===== src/rtl/instruction_fetch_unit.sv =====
// ---------------------------------------------------------------------------
// instruction_fetch_unit
//
// Purpose:
//   Fetches one 16-bit instruction word per instruction period and holds it
//   steady for four execution phases (P2..P5). The program counter advances
//   in P5. It either increments or loads a branch target. A HLT encoding
//   (op[15:14]=2'b11 and op[7:4]=4'b1111) parks the unit in HALT until the
//   restart input is asserted.
//
// Ports:
//   clk         in   1   sole clock, rising edge
//   rst_n       in   1   asynchronous active-low reset
//   imem_req    out  1   instruction-memory read request (FETCH only)
//   imem_addr   out  16  read address, always equal to pc
//   imem_rdata  in   16  instruction word, valid with imem_ack
//   imem_ack    in   1   memory response, sampled only while imem_req=1
//   br_taken    in   1   branch-taken indication, sampled in P5 only
//   br_target   in   16  branch destination address
//   restart     in   1   leave HALT, sampled in HALT only
//   op          out  16  current instruction word
//   op_valid    out  1   op is stable and executable (P2..P5)
//   phase       out  5   one-hot {P5,P4,P3,P2,FETCH}, all zero in HALT
//   pc          out  16  program counter
//   halted      out  1   high in HALT
//   stall_cnt   out  16  saturating count of un-acked FETCH cycles
//                        (only when IFU_STALL_COUNT_EN is defined)
//
// Configuration macro:
//   IFU_STALL_COUNT_EN  adds the stall_cnt output and its counter.
// ---------------------------------------------------------------------------
module instruction_fetch_unit (
  input  logic        clk,
  input  logic        rst_n,
  output logic        imem_req,
  output logic [15:0] imem_addr,
  input  logic [15:0] imem_rdata,
  input  logic        imem_ack,
  input  logic        br_taken,
  input  logic [15:0] br_target,
  input  logic        restart,
  output logic [15:0] op,
  output logic        op_valid,
  output logic [4:0]  phase,
  output logic [15:0] pc,
  output logic        halted
`ifdef IFU_STALL_COUNT_EN
  ,
  output logic [15:0] stall_cnt
`endif
);

  typedef enum logic [2:0] {
    S_FETCH = 3'd0,
    S_P2    = 3'd1,
    S_P3    = 3'd2,
    S_P4    = 3'd3,
    S_P5    = 3'd4,
    S_HALT  = 3'd5
  } state_t;

  state_t state, state_next;

  logic fetch_done;
  logic halt_word;

  // A fetch completes only when a request is outstanding, so an ack that
  // arrives in any other state is ignored by construction.
  assign fetch_done = (state == S_FETCH) && imem_ack;
  assign halt_word  = (op[15:14] == 2'b11) && (op[7:4] == 4'b1111);

  // -------------------------------------------------------------------------
  // State register
  // -------------------------------------------------------------------------
  // NOTE: sequential state is written with non-blocking assignments so every
  // register samples pre-edge values regardless of block ordering.
  always_ff @(posedge clk or negedge rst_n) begin
    if (!rst_n) begin
      state <= S_FETCH;
    end else begin
      state <= state_next;
    end
  end

  // -------------------------------------------------------------------------
  // Next-state logic
  // -------------------------------------------------------------------------
  // NOTE: state_next gets a default before the case so no path leaves it
  // unassigned, which would otherwise infer a latch.
  always_comb begin
    state_next = state;
    case (state)
      S_FETCH: if (imem_ack) state_next = S_P2;
      S_P2:    state_next = S_P3;
      S_P3:    state_next = S_P4;
      S_P4:    state_next = S_P5;
      S_P5:    state_next = halt_word ? S_HALT : S_FETCH;
      S_HALT:  if (restart) state_next = S_FETCH;
      default: state_next = S_FETCH;
    endcase
  end

  // -------------------------------------------------------------------------
  // Output decode (Moore outputs, depend on state only)
  // -------------------------------------------------------------------------
  always_comb begin
    imem_req = 1'b0;
    op_valid = 1'b0;
    halted   = 1'b0;
    phase    = 5'b00000;
    case (state)
      S_FETCH: begin
        imem_req = 1'b1;
        phase    = 5'b00001;
      end
      S_P2: begin
        op_valid = 1'b1;
        phase    = 5'b00010;
      end
      S_P3: begin
        op_valid = 1'b1;
        phase    = 5'b00100;
      end
      S_P4: begin
        op_valid = 1'b1;
        phase    = 5'b01000;
      end
      S_P5: begin
        op_valid = 1'b1;
        phase    = 5'b10000;
      end
      S_HALT: begin
        halted = 1'b1;
      end
      default: begin
        imem_req = 1'b0;
      end
    endcase
  end

  assign imem_addr = pc;

  // -------------------------------------------------------------------------
  // Instruction and program-counter registers
  // -------------------------------------------------------------------------
  // NOTE: op is a plain data register but still gets a reset value, because
  // downstream decoders see it directly and must start from a known word.
  always_ff @(posedge clk or negedge rst_n) begin
    if (!rst_n) begin
      op <= 16'h0000;
      pc <= 16'h0000;
    end else begin
      if (fetch_done) begin
        op <= imem_rdata;
      end
      // The pc update happens even for a HLT word, so a branching HLT
      // resumes at its target after restart.
      if (state == S_P5) begin
        pc <= br_taken ? br_target : pc + 16'd1;
      end
    end
  end

`ifdef IFU_STALL_COUNT_EN
  // -------------------------------------------------------------------------
  // Stall counter: FETCH cycles without an ack, saturating at 0xFFFF.
  // -------------------------------------------------------------------------
  always_ff @(posedge clk or negedge rst_n) begin
    if (!rst_n) begin
      stall_cnt <= 16'h0000;
    end else if ((state == S_FETCH) && !imem_ack && (stall_cnt != 16'hFFFF)) begin
      stall_cnt <= stall_cnt + 16'd1;
    end
  end
`endif

endmodule


===== config.mk =====
export PLATFORM = sky130hd
export DESIGN_NAME = instruction_fetch_unit
export DESIGN_NICKNAME = d
export VERILOG_FILES = /design/src/rtl/instruction_fetch_unit.sv
export SDC_FILE = /design/constraint.sdc
export NUM_CORES = 1
export LEC_CHECK = 0
export CAP_MARGIN = 40
export CORE_MARGIN = 4
export CORE_UTILIZATION = 38
export CTS_BUF_LIST = sky130_fd_sc_hd__clkbuf_4
export DETAILED_ROUTE_END_ITERATION = 16
export PLACE_DENSITY = 0.89
export SETUP_SLACK_MARGIN = 0.15
export SYNTH_ARGS = -nofsm -noshare
export SYNTH_HDL_FRONTEND = slang
export SYNTH_SLANG_ARGS = --single-unit
export TNS_END_PERCENT = 1

===== constraint.sdc =====
create_clock -name clk -period 1.5 [get_ports clk]
set_input_delay 0.3 -clock clk [delete_from_list [all_inputs] [get_ports clk]]
set_output_delay 0.3 -clock clk [all_outputs]
set_load 0.02 [all_outputs]

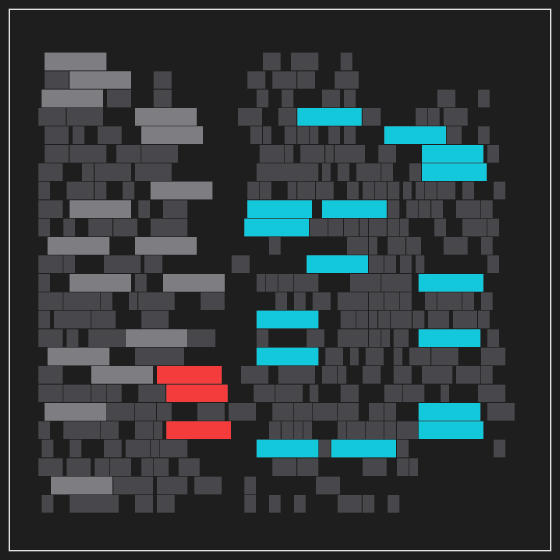
registers.png
Other sequential cells in the stronger grey, the rest of the logic in the fainter grey.
Cyan stands for imem_addr, sequential cells 16. Red stands for state, sequential cells 3.
Another 16 sequential cells are not coloured.
sequential cell area: 888 sq um
Seq. pwr: 1.89 mW

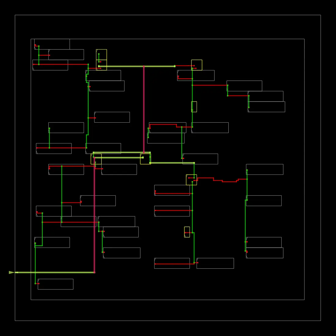
final_clocks.png
clock sink total: 35
flop count: 35

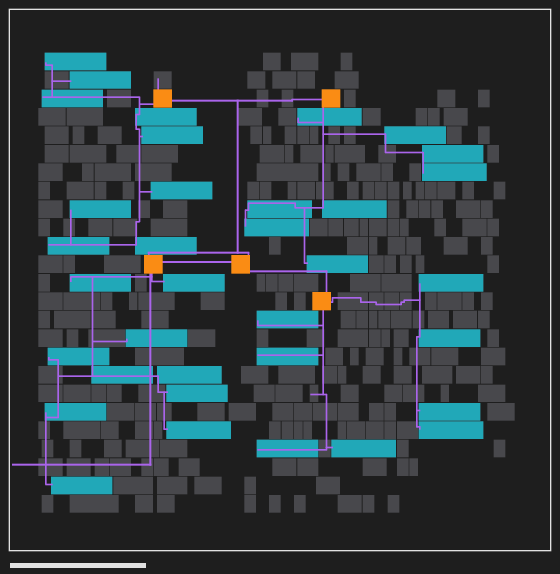
clock_map.png
The bar under the picture is 20 microns long.
Cyan stands for flip-flops, count 35. Orange stands for cells driving clock nets, count 5. Purple stands for clock wires, length 461 microns.
There are 6 routed clock nets.
worst-skew pair later-pin latency: 0.33 ns
power drawn by the clock network: 0.495 mW
clock skew after layout: 0.00868 ns
clock group share of total power: 8.2%

==> Table 3: Implementation characteristics <==
Characteristics after synthesis and place and route

Parameter                              Value

Final layout
  Filler cells    427
  Largest area class, layout    multi-input combinational cells
  Finished Cell Area    2950 sq um
  Fin util    60.9%
  Share of cells above drive strength 1    42.4%
  Antenna cells    0
  Multi-input combinational cell area    973 sq um
  Proportion of cell area occupied by registers    30.1%
  Area overhead of the layout relative to synthesis    51.1%
  Most common library cell in the layout ignoring fill and taps    sky130_fd_sc_hd__buf_2
  Non-clock buffer total of the final layout    116
  Clock buffer instance count of the final layout    6
  Total number of multi-input combinational cells    131
  Net count reported at finish    332
  Clock Network Area Fraction    1.78%
  Multi-input logic portion of the cell area    33.0%
  Top cells excl fill/tap    sky130_fd_sc_hd__buf_2 (38), sky130_fd_sc_hd__clkdlybuf4s50_1 (36), sky130_fd_sc_hd__dfrtp_1 (25)
  Non-clock inverter instance count of the final layout    5
  Proportion of final cell area spent on non-clock buffers    31.5%

Route
  Total number of vias    about 1900
  DR DRC count    0
  First drt pass iteration count    4
  Met2 WL    2700 microns
  Initial drt markers    98
  Routed WL per cell    about 15 microns
  Metal3 WL    671 microns
  Detail Route Antenna Nets    0
  Avg Vias per Cell    just over 5
  Top layer used by detailed routing    met4
  Aggregate routed wire length    5450 microns

Yosys
  Multiplexer share of the synthesized area    roughly 11%
  Post-synthesis share of cell area spent on xor and xnor gates    0%
  Most area-hungry cell type in the Yosys netlist    sky130_fd_sc_hd__dfrtp_1
  Number of synthesized flops with an enable pin    0
  Synth Area in Adders    less than 1%
  Post-synthesis async set-or-reset flop share    100%
  Predominant post-synthesis flop cell    sky130_fd_sc_hd__dfrtp_1
  Synthesized netlist cell count    200
  Post-Syn Area    1950 sq um
  Most used standard cell by instance count after synthesis    sky130_fd_sc_hd__dfrtp_1
  Synth cell count leaders    sky130_fd_sc_hd__dfrtp_1 (35), sky130_fd_sc_hd__buf_4 (18), sky130_fd_sc_hd__mux2_1 (16)
  Basic Gates by Area    18.4%
  Proportion of netlist area held by the largest area contributor    44.8%
  Largest combinational cell category by area    simple AND/OR/NAND/NOR gates
  Net Count, Synth    238
  Register area share after synthesis    44.8%
  Main area contributors    sky130_fd_sc_hd__dfrtp_1 (45%), sky130_fd_sc_hd__mux2_1 (9.2%), sky130_fd_sc_hd__buf_4 (6.9%)
  Number of cell instances after yosys synthesis    200
  Number of distinct library cells after synthesis    between 40 and 50
  Synth Area per Inst    9.77 sq um
  And-or/or-and share of the synthesized area    about 14%
  Area of the synthesized netlist per yosys stat    1950 sq um

Final timing
  Transition time at the pin with the least slew margin    approximately 0.37 ns
  Final Slew Violations    0
  Setup slack after layout    -0.161 ns
  Minimum clock period after layout    between 1.5 and 2 ns
  Setup repair after global routing missed its margin    true
  Final Hold Vio Count    0
  Setup violation total in the final timing report    25
  Max Fclk    around 600 MHz
  Tcrit/Tclk final    111%
  Slew Limit Headroom    75.3%

Worst setup path
  Cell with the largest stage delay on the worst path    sky130_fd_sc_hd__dfrtp_2
  Worst reg-to-reg path cell count    5
  End of the critical path    phase[4]
  WP buf/inv    2
  Flop-to-flop setup slack    -0.09 ns
  Slowest stage delay, CP    0.42 ns
  Crit path DRT    1.20 ns
  Worst Path Arrival    1.36 ns
  Critical path, cell by cell    or3b_4, clkinv_4, buf_6
  Category of cells accounting for the largest share of critical-path delay    flip-flops
  Count of cell instances traversed by the critical path    3
  Reg2Reg Capture Point    imem_addr[13]
  Path type of the worst setup path    register to output port
  Setup crit start kind    register
  R2R Path Start    state[1]
  Launch point of the worst path    state[1]
  CP Max Fanout    2
  Setup crit end kind    output port

Status
  Outcome    finished, violations left
  Failing checks    setup timing

Global route
  Gr busiest metal    met2
  Global Route met3 Usage    8.47%
  Antenna violations before repair    0
  Overflow after GRT    0
  Global Route met2 Usage    roughly 30%
  Maximum number of pins on one net before global-route repair    36
  Met1 track demand over resource    20.0%
  Vias in the first global route    just under 2000
  Aggregate global-route resource usage    between 10% and 20%
  Global-route wire length before repair    8920 microns

Die
  Die Size    6350 sq um
  Core area    4850 sq um
  Die x size    79.7 microns
  Die Height    79.7 microns
  FP Util    about two fifths
  Std-Cell Rows    25
  Well Taps    approximately 67
  IO Pins    93

Clocking
  Inserted Clock Buffers    5
  Number of levels the H-tree was split into    2
  Root Driver    sky130_fd_sc_hd__clkbuf_4
  Clock-pin slew reported for the worst setup and hold paths after clock tree synthesis    0.10 ns
  Number of hold buffers added after cts    0
  Post-CTS setup buffers    0
  Maximum root-to-sink buffer count    2
  CTS tree    done

Placement
  Number of buffers inserted by port buffering    slightly above 90
  Post-DP HPWL    4040 microns
  Placer's final routability congestion estimate    ~0.91
  Post-Place Cell Area    2990 sq um

Power
  Power per cell area    2060 nW/um^2
  Total internal power    around 3.3 mW
  Switching power as a share of total power    45.8%
  Worst supply voltage drop on vdd    1.20 mV
  Top power group    combinational cells
  Share of power burned in registers    between 30% and 40%
  Leakage component of the power    1.30 nW
  NetSw    2.78 mW
  Power Combinational    3.68 mW
  Combinational power share    about three fifths

Flow run
  Number of maximum-capacitance constraint violations    0
  Count of tool warnings    29

Worst hold path
  Hold crit path type    input pin to asynchronous set/reset pin
what timing repair did:
item                                    CTS  global route
endpoints found under the setup margin   86            72
gates resized                           219            50
pin swaps                                 9             4
per-stage QoR:
| stage | hold WS [ns] | power (mW) | std cells | setup WS [ns] | TNS, ns |
|---|---|---|---|---|---|
| detailed placement | 0.479 | 5.81 | 354 | -0.292 | -3.71 |
| floorplan | 0.00441 | 4.07 | 200 | -0.144 | -1.74 |
| global route | 0.320 | 6.49 | 362 | -0.238 | -3.80 |
| finish | 0.327 | 6.07 | 362 | -0.161 | -1.82 |
| global placement | 0.466 | 5.71 | 354 | -0.276 | -2.96 |
| CTS | 0.320 | 6.08 | 362 | -0.156 | -2.43 |
flip-flops by register name, summed over array words and instances, names as in the netlist:
register,count
state,3
op,16
imem_addr,16
Power and IR drop assume default switching activity.
